## src/rtl/pipe_reg_elastic.sv

```systemverilog
// WIDTH x DEPTH elastic register pipeline, valid/ready, bubble collapsing.
// Optional flush port with FLUSH_PIPE_EN.
module pipe_reg_elastic #(
  parameter  int WIDTH = 8,
  parameter  int DEPTH = 4,
  localparam int OCC_W = $clog2(DEPTH + 1)
) (
  input  logic             clk,
  input  logic             rst,
`ifdef FLUSH_PIPE_EN
  input  logic             flush,
`endif
  input  logic [WIDTH-1:0] in_data,
  input  logic             in_valid,
  output logic             in_ready,
  output logic [WIDTH-1:0] out_data,
  output logic             out_valid,
  input  logic             out_ready,
  output logic [OCC_W-1:0] occupancy
);

  if (DEPTH < 1) begin : g_depth_chk
    $error("pipe_reg_elastic: DEPTH must be >= 1");
  end

  logic [DEPTH-1:0]            valid_q, valid_d;
  logic [DEPTH-1:0][WIDTH-1:0] data_q, data_d;
  logic [DEPTH-1:0]            rdy;
  logic                        bub;
  logic [OCC_W-1:0]            occ_c;

  // Stage k may load when any stage at or above k is a bubble, or the head pops.
  always_comb begin
    bub = 1'b0;
    rdy = '0;
    for (int k = DEPTH - 1; k >= 0; k--) begin
      bub    = bub | ~valid_q[k];
      rdy[k] = bub | out_ready;
    end
  end

  always_comb begin
    valid_d = valid_q;
    data_d  = data_q;
    if (rdy[0]) begin
      valid_d[0] = in_valid;
      if (in_valid) data_d[0] = in_data;
    end
    for (int k = 1; k < DEPTH; k++) begin
      if (rdy[k]) begin
        valid_d[k] = valid_q[k-1];
        if (valid_q[k-1]) data_d[k] = data_q[k-1];
      end
    end
`ifdef FLUSH_PIPE_EN
    if (flush) valid_d = '0;
`endif
  end

  always_ff @(posedge clk) begin
    if (rst) begin
      valid_q <= '0;
      data_q  <= '0;
    end else begin
      valid_q <= valid_d;
      data_q  <= data_d;
    end
  end

  always_comb begin
    occ_c = '0;
    for (int k = 0; k < DEPTH; k++) begin
      occ_c = occ_c + OCC_W'(valid_q[k]);
    end
  end

  assign occupancy = occ_c;
  assign out_data  = data_q[DEPTH-1];

`ifdef FLUSH_PIPE_EN
  assign in_ready  = rdy[0] & ~rst & ~flush;
  assign out_valid = valid_q[DEPTH-1] & ~flush;
`else
  assign in_ready  = rdy[0] & ~rst;
  assign out_valid = valid_q[DEPTH-1];
`endif

endmodule

```

## config.mk

```make
export PLATFORM = sky130hd
export DESIGN_NAME = pipe_reg_elastic
export DESIGN_NICKNAME = d
export VERILOG_FILES = /design/src/rtl/pipe_reg_elastic.sv
export SDC_FILE = /design/constraint.sdc
export NUM_CORES = 1
export LEC_CHECK = 0
export CELL_PAD_IN_SITES_DETAIL_PLACEMENT = 0
export CELL_PAD_IN_SITES_GLOBAL_PLACEMENT = 1
export CORE_ASPECT_RATIO = 1.25
export CORE_MARGIN = 10
export CORE_UTILIZATION = 38
export CTS_BUF_LIST = sky130_fd_sc_hd__clkbuf_2
export DETAILED_ROUTE_END_ITERATION = 8
export HOLD_SLACK_MARGIN = 0.06
export PLACE_DENSITY = 0.87
export REMOVE_ABC_BUFFERS = 1
export SLEW_MARGIN = 20
export SYNTH_ARGS = -nofsm -noshare
export SYNTH_HDL_FRONTEND = slang
export SYNTH_SLANG_ARGS = --single-unit
```

## constraint.sdc

```tcl
create_clock -name clk -period 1.7 [get_ports clk]
set_input_delay 0.255 -clock clk [delete_from_list [all_inputs] [get_ports clk]]
set_output_delay 0.255 -clock clk [all_outputs]
set_load 0.01 [all_outputs]
```

Routing congestion:
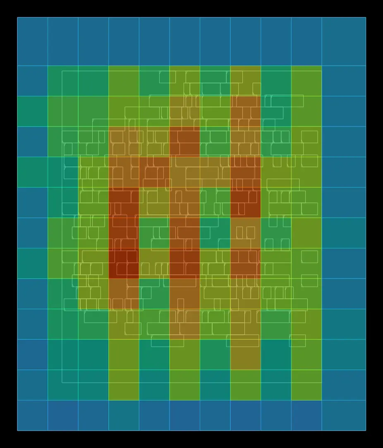
GRT met3 Usage: 4.502%
GR Util All Layers: 9.750%
post-layout util: 49.49%
WL/cell: 12.42 um

==> metrics.cfg <==
[power_and_ir_drop]
swShare_pct=26.00
clk-power_uw=379
maxPowerGroup=registers
ir_drop_mv=0.3392
p_seq_share_pct=60.7
p_per_area_mw_per_mm2=713.6

[timing]
fin_hold_ws_ps=470.2
worst_slew_pin_slew_ps=477.6
min_period_ps=2140
relSlewSlack_pct=68.10
tns_ps=-1081
final-setup-viol-count=3
slew_violations=0
layout_setup_ws_ps=-440.0
period_used_pct=125.9
finalHoldViolCount=0
rsz0062_at_grt=yes

[clock_network]
cts_tree=built
clockBufferDepth=2
cts-root-buf=clkbuf_2
holdBufCountCts=0
clk_pin_slew_worst_paths_ps=170
numCtsBuffers=5
cts-htree-levels=2
cts_sinks=36

[yosys]
postSynthCellCount=188
top_cells_by_count=dfxtp_1 (36), nand2_1 (32), mux2i_1 (16)
ys_dominant_reg_cell=dfxtp_1
top_cell=dfxtp_1
synth.cell_area_mm2=0.001654
top_area_cell=dfxtp_1
ys_seq_share_pct=43.57
ys_types=27
avgSynthCellArea_um2=8.798
ys_cells=188

[worst_hold_path]
min_path_cells=2
min_from=data_q[16]$_SDFFE_PP0P_

[floorplanning]
core_mm2=0.004164
fp_util_pct=39.72
die_w_um=79.01
die_area_mm2=0.007408
top_level_ports=25
die_h_um=93.77
std_cell_rows=26

[grt]
grt_pass1_wl_mm=6.058
grt_pass1_vias=1382
busiest_layer=met2

[drt]
met2_wirelength_mm=1.607
top_layer=met4
vias_per_cell=4.993
routed-wl-met3_um=216
wl_met1_mm=1.499
ant_nets=0
drt_iter0_drc=104
drt_drc_violations_left=0

[worst_setup_path]
timing.rr.start=valid_q[2]$_SDFFE_PP0P_
critPathKind=reg2out
worstPathRequired_ps=1440
crit_arrival_ps=1880
start_kind=flop
critPathBufInv=3
crit_family=adder cells

[layout]
syn_to_final_growth_pct=24.58
stdcell_count=271
drive_gt1_share_pct=19.53

[status]
violations=negative setup slack
outcome=finished, violations left

[placement]
io_buffers=24
postPlaceCellArea_mm2=0.001981
pre_cts_slack_ps=-497.5

[run]
drv_cap=0
warning_count=27

Clock network drawn from the DEF:
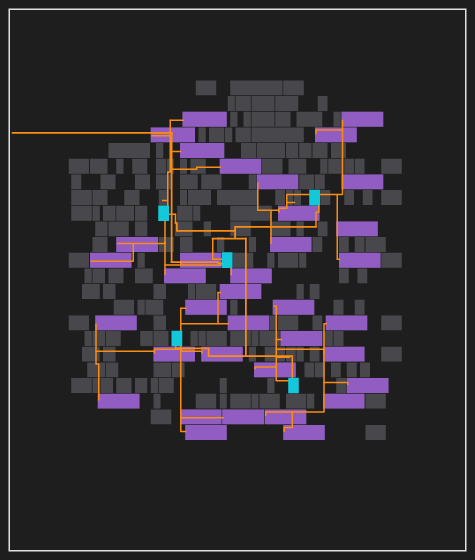
[flip-flops] purple | count: 36
[clock wires] orange | length: 444 um
[cells driving clock nets] cyan | count: 5
routed clock nets: 6

placed cells by master (no fill, tap or decap), types with 3 or more instances in the layout:
cell type,n
a21oi_1,12
a31oi_1,7
buf_4,16
buf_6,3
clkbuf_2,7
clkdlybuf4s50_1,19
dfxtp_1,33
dfxtp_2,3
inv_2,4
mux2i_1,16
nand2_1,32
nand3_1,8
nand4_1,8
nor2_1,4
nor3b_1,8
o21ai_0,8
o311ai_0,5
o311ai_1,3
state kept, by name, indices dropped and copies added (netlist names):
| signal | flops |
|---|---|
| out_data | 8 |
| valid_q | 4 |
| data_q | 24 |
worst reg2reg max path, delay by kind of cell, from the launching register on:
| family | cells | cell delay (ps) |
|---|---|---|
| flops | 1 | 450 |
| compound gates | 1 | 390 |
| buf+inv | 2 | 310 |
| mux | 1 | 230 |
area by class of cell:
class	instances	share of cell area [%]
inverter	7	1.275
clock buffer	7	1.700
clock inverter	1	0.1821
tap	56	3.400
sequential	36	35.15
multi-input combinational	122	38.80
timing repair buffer	42	19.49
cell families (layout without fill, tap and decap cells):
family                   Yosys count  after routing  synth area share, %
adder cells (fa/ha/maj)            3              3                2.723
multiplexers                      16             16                9.682
buffers and inverters             30             57                9.833
AND-OR/OR-AND                     38             38                14.30
flip-flops                        36             36                43.57
AND/OR/NAND/NOR                   65             65                19.89
how the worst max path moves through the flow:
stage / start / to
global route: valid_q[3]$_SDFFE_PP0P_ / occupancy[1]
detailed placement: valid_q[3]$_SDFFE_PP0P_ / occupancy[1]
finish: valid_q[3]$_SDFFE_PP0P_ / occupancy[1]
CTS: valid_q[1]$_SDFFE_PP0P_ / occupancy[1]
floorplan: valid_q[0]$_SDFFE_PP0P_ / occupancy[1]
global placement: valid_q[3]$_SDFFE_PP0P_ / occupancy[1]
